Figure 1. Drive-strength map (run 1).
Drawn at 4 px/um.
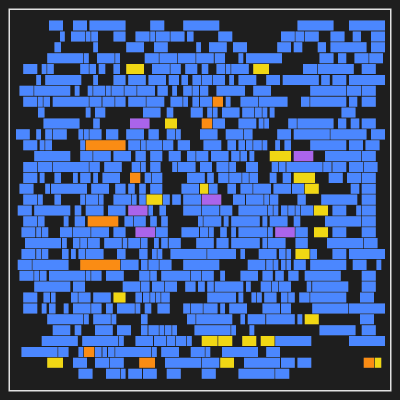
Figure 2. Cell classes on the final placement (run 1).
Drawn at 4 px/um.
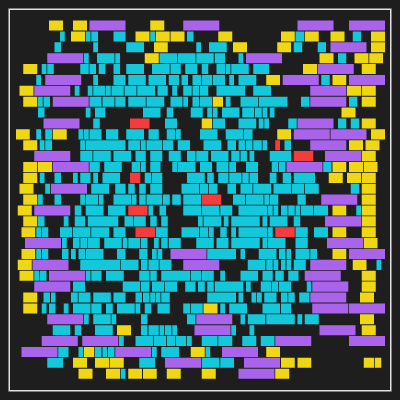
Figure 3. The metal 1 layer (run 1).
Drawn at 4 px/um.
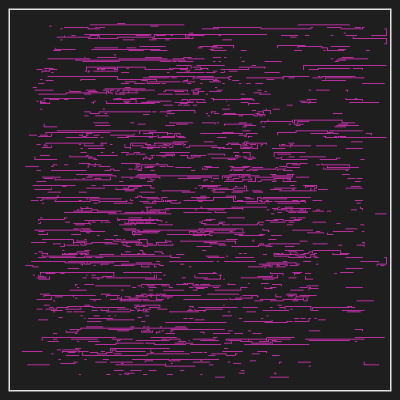
Figure 4. Congestion heat map (run 1).
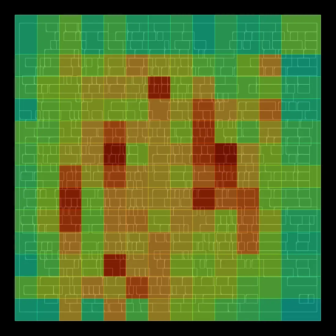
Design sprite_anim_mapper, sky130hd; sources not shown.
==> out/results.tsv, run 1 <==
stage	metric	value	unit
worst_setup_path	crit path max fanout	3	
clock_network	Worst-path clk slew	0.09	ns
routing	initial drt markers	62	
die	starting density of the core	55.24	%
power_and_ir_drop	Top power group	combinational logic	
grt	global-route wire length before repair	14930	um
yosys	Post-synth seq share	30.57	%
grt	initial antenna violation count	0	
placement	placed cells	667	
worst_setup_path	Worst path max stage delay	0.48	ns
power_and_ir_drop	Peak VDD IR	0.3464	mV
clock_network	buffer depth of the longest clock path	2	
yosys	top cell type's share of synthesized area	30.57	%
power_and_ir_drop	Pwr Density	488.3	mW/mm^2
grt	total grt overflow	0	
timing	max-slew violation count	0	
worst_setup_path	slowest stage cell, crit path	clkdlybuf4s50_1	
yosys	ys flops	56	
power_and_ir_drop	Flop+latch power	493	uW
power_and_ir_drop	Logic power comb	2050	uW
yosys	Unique cell types	55	
power_and_ir_drop	Clk. pwr	234	uW
timing	Max Clk Rate	192.0	MHz
clock_network	worst-skew pair later-pin latency	0.32	ns
grt	vias in the first global route	3320	
yosys	Ys Warns	0	
flow_run	MaxCap Viol Count	0	
timing	Hold WS	0.3601	ns
clock_network	CTS buffer count	5	
worst_setup_path	Reg2Reg Depth	24	
flow_run	tool warnings	30	
finish	Cell Count, Final, Fillers Out	675	
worst_setup_path	Worst EP required	5.81	ns
clock_network	clock sink total	56	
routing	DR WL/cell	13.27	um
worst_setup_path	CP Data Arrival Time	5.42	ns
finish	Top Layout Cells	clkdlybuf4s50_1, ha_1, inv_1	
power_and_ir_drop	Clock power frac	8.4	%
clock_network	post-CTS setup buffer count	0	
die	DIE HEIGHT	95.01	um
finish	layout cell share with drive strength beyond 1	6.140	%
yosys	Mapped Nets	619	
worst_hold_path	HP Class	flop to flop	
timing	Final Setup Violations	0	
placement	HPWL Detailed	7324	um
routing	met3 WL post-DR	399	um
worst_hold_path	Hold Path Cell Cnt	0	
clock_network	Root Driver	clkbuf_8	
worst_setup_path	CP most frequent cell	ha_1	
finish	most used logic cell in the final layout	clkdlybuf4s50_1	
routing	via count	3503	
placement	Routability Congestion	0.9137	
power_and_ir_drop	Sw Pwr	1268	uW
timing	Clock Skews	0.01505	ns
routing	Initial DRT Pass Iterations	4	
routing	Detail Route Antenna Nets	0	
die	num ports	93	
routing	Vias/cell	5.190	
die	Die Wd	95.01	um
power_and_ir_drop	internal power	1506	uW
placement	IO Port Bufs	91	
routing	drc violations	0	
status	status	finished, final reports clean	
worst_setup_path	WS Path Type	input pin to flop	
timing	slew margin rel.	54.15	%
routing	wl on met1	4162	um
power_and_ir_drop	register share of total power	17.8	%
yosys	Yosys top cell by area	dfrtp_1	
finish	number of diodes	0	
## Picture notes: Figure 1
| color | size | cells |
|---|---|---|
| purple | x6 and larger | 6 |
| orange | x3 and x4 | 9 |
| blue | x1 and smaller | 535 |
| yellow | x2 | 20 |
Non-clk bufs: 95
final setup margin: 0.3924 ns
layout overhead on the synthesized area: 23.91%

## Picture notes: Figure 2
| color | class | cells | share of their area |
|---|---|---|---|
| yellow | remaining buffers and delay cells | 95 | 17% |
| red | clock drivers and dummy loads | 8 | 1.7% |
| cyan | remaining logic cells | 411 | 56% |
| purple | registers | 56 | 25% |
Seq area share: 24.67%
final core occ: 68.45%
Core Region: 0.008299 sq mm
design area: 0.005680 sq mm
standard-cell rows: 33

## Picture notes: Figure 3
nets with wire on the layer: 628
wire length on this layer: 4160 um
final WL: 8958 um
global-route track usage on met1: 27.30%

## Picture notes: Figure 4
met2 usage: 36.33%
Total GRT Usage: 21.27%
met3 usage: 3.865%
GR peak layer: met2

==> run 1: critical path: cells and delay by family <==
kind / cells / cell delay [ns]
AND-OR/OR-AND: 4 / 0.61
adder cells (fa/ha/maj): 6 / 2.02
buffers and inverters: 3 / 0.57
AND/OR/NAND/NOR: 9 / 1.40
XOR/XNOR: 2 / 0.25
==> run 1: final cells by class <==
class | instances | area [sq um]
Clock buffer | 7 | 86.33
Inverter | 58 | 217.7
Timing Repair Buffer | 95 | 935.9
Fill cell | 679 | 2619
Multi-Input combinational cell | 353 | 2900
Clock inverter | 1 | 7.507
Tap cell | 105 | 131.4
Sequential cell | 56 | 1401
==> run 1: synthesized netlist by cell type, drive strengths merged (8+ instances only) <==
master  number
o21a         8
inv         58
nand3       10
nand2       31
dfrtp       56
nor3        23
a21oi       21
and2        13
o21ai       34
ha          68
nor2b        8
nor2        16
a21o        13
xor2        12
xnor2       35
fa          11
==> run 1: stage by stage <==
step | setup WS [ns] | utilization [%]
2_1_floorplan | 0.8659 | -
3_5_place_dp | 0.03513 | 67.24
3_3_place_gp | 0.1692 | 67.24
6_report | 0.3924 | 68.45
4_1_cts | 0.3606 | 68.37
5_1_grt | 0.07871 | 68.45
==> run 1: cells by family (layout without fill, tap and decap cells) <==
| logic type | after synthesis | after routing | synth area share (%) |
|---|---|---|---|
| AOI/OAI and AO/OA | 101 | 101 | 15.31 |
| xor gates and xnor gates | 47 | 47 | 8.979 |
| adders and majority gates | 79 | 79 | 23.36 |
| buffers and inverters | 69 | 161 | 6.305 |
| DFF | 56 | 56 | 30.57 |
| muxes | 3 | 3 | 0.7368 |
| and+or+nand+nor | 123 | 123 | 14.74 |
==> run 1: what timing repair did <==
action	CTS	global route
hold buffers	0	0
hold endpoints to repair	0	0
endpoints found under the setup margin	0	1
gates resized	0	1
Figure 5. Zoomed window (run 1).
Window x 11 to 36, y 59 to 84 um. Cells in gray, sequential cells in the stronger gray; small squares are vias.
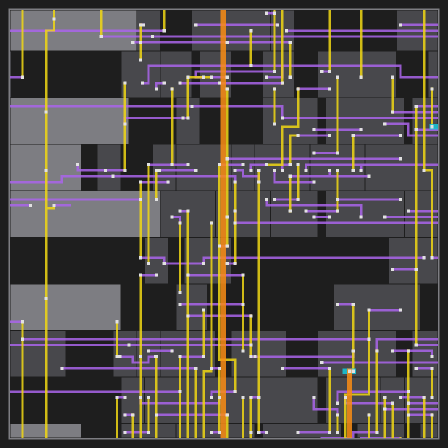

--- run 2 (diff from run 1) ---
--- a/config.mk
+++ b/config.mk
@@ -10,2 +10,3 @@
 export DETAILED_ROUTE_END_ITERATION = 10
+export GPL_ROUTABILITY_DRIVEN = 1
 export PLACE_DENSITY_LB_ADDON = 0.2
==> constraint.sdc (replaced) <==
create_clock -name vga_clk -period 5.6 [get_ports vga_clk]
set_input_delay 1.68 -clock vga_clk [delete_from_list [all_inputs] [get_ports vga_clk]]
set_output_delay 1.68 -clock vga_clk [all_outputs]
set_load 0.005 [all_outputs]
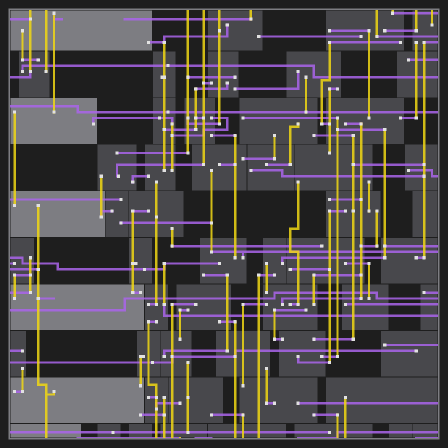
Figure 6: run 2, zoomed window.
Window x 11 to 36, y 59 to 84 um. Cells in gray, sequential cells in the stronger gray; small squares are vias.
| color | layer |
|---|---|
| yellow | M2 |
| purple | M1 |
sequential cells in the window: 5
most frequent: xnor2_1 (7), ha_1 (7)
cells with their middle in the window: 45

==> run 2 against run 1 <==
Sequential cell count unchanged; maximum frequency down 10%; worst hold slack worse by 0.0023 ns; die size unchanged; sequential power about the same; highest routed layer unchanged; first-iteration DRC count up 56%; cell count up 9.3%; via count up 11%; synthesized cell count unchanged; the flow now finishes with violations (setup timing); sequential share of layout area down 3.2 points; final area up 15%; area after synthesis unchanged.
==> out/results.tsv, run 2 <==
stage	metric	value	unit	change
power_and_ir_drop	PnR Total Power	4272	uW	
timing	Fin Setup TNS	-0.3494	ns	
worst_setup_path	crit end category	flop		
timing	max-slew violation count	0		unchanged
placement	HPWL Detailed	7714	um	+5.3%
yosys	Yosys top cell by area	dfrtp_1		
finish	Top Layout Cells	clkdlybuf4s50_1, buf_4, dfrtp_1		
routing	final WL	10700	um	+19%
finish	layout overhead on the synthesized area	42.17	%	
worst_hold_path	Hold Path Cell Cnt	0		unchanged
placement	placed cells	714		+7.0%
grt	vias in the first global route	3710		+12%
clock_network	buffer depth of the longest clock path	2		unchanged
status	status	finished with violations		
routing	uppermost layer routed	met4		
grt	pin count of the biggest net entering global routing	57		
yosys	Mapped Nets	619		unchanged
flow_run	tool warnings	33		+10%
grt	total grt overflow	0		unchanged
flow_run	MaxCap Viol Count	0		unchanged
routing	wl on met1	4549	um	+9.3%
clock_network	Worst-path clk slew	0.09	ns	about the same
grt	global-route wire length before repair	16180	um	+8.4%
routing	DR WL/cell	14.50	um	+9.2%
timing	crit share post-route	103.7	%	
die	Core Region	0.008299	sq mm	unchanged
finish	final core occ	78.53	%	+10 points
routing	DR WL met2	5598	um	
routing	Initial DRT Pass Iterations	4		unchanged
worst_setup_path	CP Data Arrival Time	6.04	ns	+0.62 ns
grt	initial antenna violation count	0		unchanged
die	standard-cell rows	33		unchanged
power_and_ir_drop	Pwr Density	655.4	mW/mm^2	+34%
finish	number of flip-flops in the largest register	14		
timing	Final Setup Violations	2		+2
timing	final hold violation count	0		
placement	pre-CTS setup slack	-0.8257	ns	-0.8609 ns
timing	final setup margin	-0.2086	ns	-0.6010 ns
placement	IO Port Bufs	91		unchanged
yosys	Avg Cell Area, Syn	9.591	sq um	
routing	initial drt markers	97		+56%
die	Chip Area	0.009026	sq mm	
clock_network	CTS buffer count	5		unchanged
yosys	Chip Area, Yosys	0.004584	sq mm	
yosys	Post-synth top cells	ha_1, inv_1, dfrtp_1		
die	Die Wd	95.01	um	unchanged
placement	Routability Congestion	0.9156		+0.21%
die	num ports	93		unchanged
worst_setup_path	Reg2Reg Depth	22		-8.3%
timing	Final min period	5.809	ns	
power_and_ir_drop	Peak VDD IR	0.5727	mV	+65%
yosys	Synth area leaders	dfrtp_1, ha_1, xnor2_1		
grt	Total GRT Usage	23.01	%	+1.7 points
yosys	top cell type's share of synthesized area	30.57	%	unchanged
yosys	Post-synth EDFFs	0		
timing	Hold WS	0.3578	ns	-0.002280 ns
timing	Clock Skews	0.01372	ns	-0.001327 ns
power_and_ir_drop	Leak	0.003051	uW	
routing	drc violations	0		unchanged
yosys	main flop type	dfrtp_1		
status	failing checks	setup timing		
finish	number of diodes	0		unchanged
clock_network	H-tree Lvls	2		
placement	area post-placement	0.006008	sq mm	
finish	Cell Count, Final, Fillers Out	738		+9.3%
finish	Final #Nets	773		
finish	layout cell share with drive strength beyond 1	22.75	%	+17 points
yosys	yosys stat cell total	478		
worst_setup_path	WS Path Type	input pin to flop		
routing	via count	3876		+11%
die	starting density of the core	55.24	%	unchanged
clock_network	Root Driver	clkbuf_8		
die	DIE HEIGHT	95.01	um	unchanged
timing	slew margin rel.	54.86	%	+0.71 points
yosys	Unique cell types	55		unchanged
clock_network	worst-skew pair later-pin latency	0.33	ns	about the same
yosys	ys flops	56		unchanged
clock_network	CTS tree	yes		
worst_setup_path	crit path max fanout	2		-1
finish	most used logic cell in the final layout	clkdlybuf4s50_1		
yosys	top-count cell post-synth	ha_1		
timing	RSZ-0062 raised after global routing	true		
worst_hold_path	HP Class	flop to flop		
yosys	mapped cell area	0.004584	sq mm	
worst_setup_path	startpoint types	input pin		
routing	Detail Route Antenna Nets	0		unchanged
clock_network	hold_buf cts	0		unchanged
yosys	Post-synth seq share	30.57	%	unchanged
finish	design area	0.006518	sq mm	+15%
timing	Max Clk Rate	172.2	MHz	-10%
routing	met3 WL post-DR	415	um	+4.0%
worst_setup_path	Worst R2R Setup Slack	0.74	ns	
routing	Vias/cell	5.252		+1.2%
yosys	asr flop ratio synth	100.0	%	
timing	worst slew pin tran	0.6771	ns	
yosys	Synth Instances	478		
worst_setup_path	Worst EP required	5.83	ns	+0.02 ns
yosys	Ys Warns	0		unchanged
clock_network	clock sink total	56		unchanged
run 2: cell counts after synthesis:
No cell type changed its count.
run 2: timing repair:
item | CTS | global route
pin swaps | 29 | 22
resized | 29 | 27
endpoints found under the setup margin | 4 | 4
buffers inserted | 12 | 4
run 2: cell type report:
cell class                      instances  area (sq um)
Multi-Input combinational cell        353          3216
Inverter                               58         220.2
Clock inverter                          1         30.03
Clock buffer                            7         96.34
Fill cell                             558          1782
Timing Repair Buffer                  158          1423
Tap cell                              105         131.4
Sequential cell                        56          1401
run 2: cells by family (layout without fill, tap and decap cells):
kind of cell	Yosys count	in the layout	share of synthesized area (%)
AND/OR/NAND/NOR	123	123	14.74
flip-flops	56	56	30.57
buffers and inverters	69	224	6.305
XOR/XNOR	47	47	8.979
adder cells (fa/ha/maj)	79	79	23.36
multiplexers	3	3	0.7368
AND-OR/OR-AND	101	101	15.31
run 2: power breakdown:
part	total, uW	internal (uW)	switching (uW)
logic	3490	1890	1590
registers	496	457	38.6
clock network	290	158	133
total	4270	2510	1770
run 2: per-layer routing:
layer | GRT usage (%) | vias to the layer above
li1 | - | 1938
met1 | 28.59 | 1833
met2 | 41.43 | 89
met3 | 3.140 | 16
met4 | 6.313 | 0
met5 | 0 | -
run 2: critical path: stages:
cell	delay, ns
buf_6	0.10
inv_4	0.05
ha_4	0.13
inv_2	0.04
fa_2	0.35
a21oi_2	0.20
o21bai_1	0.11
xor2_1	0.16
ha_1	0.38
ha_4	0.24
a21oi_2	0.17
nor2b_1	0.09
nor2_1	0.15
xor2_1	0.24
fa_1	0.47
inv_2	0.08
ha_4	0.20
o21ai_2	0.14
nand2b_1	0.11
and3_4	0.17
a221oi_4	0.26
and3_4	0.23
nor3_2	0.04
nor4b_2	0.24
No activity file was given, so power comes from the tool's default toggle rates.
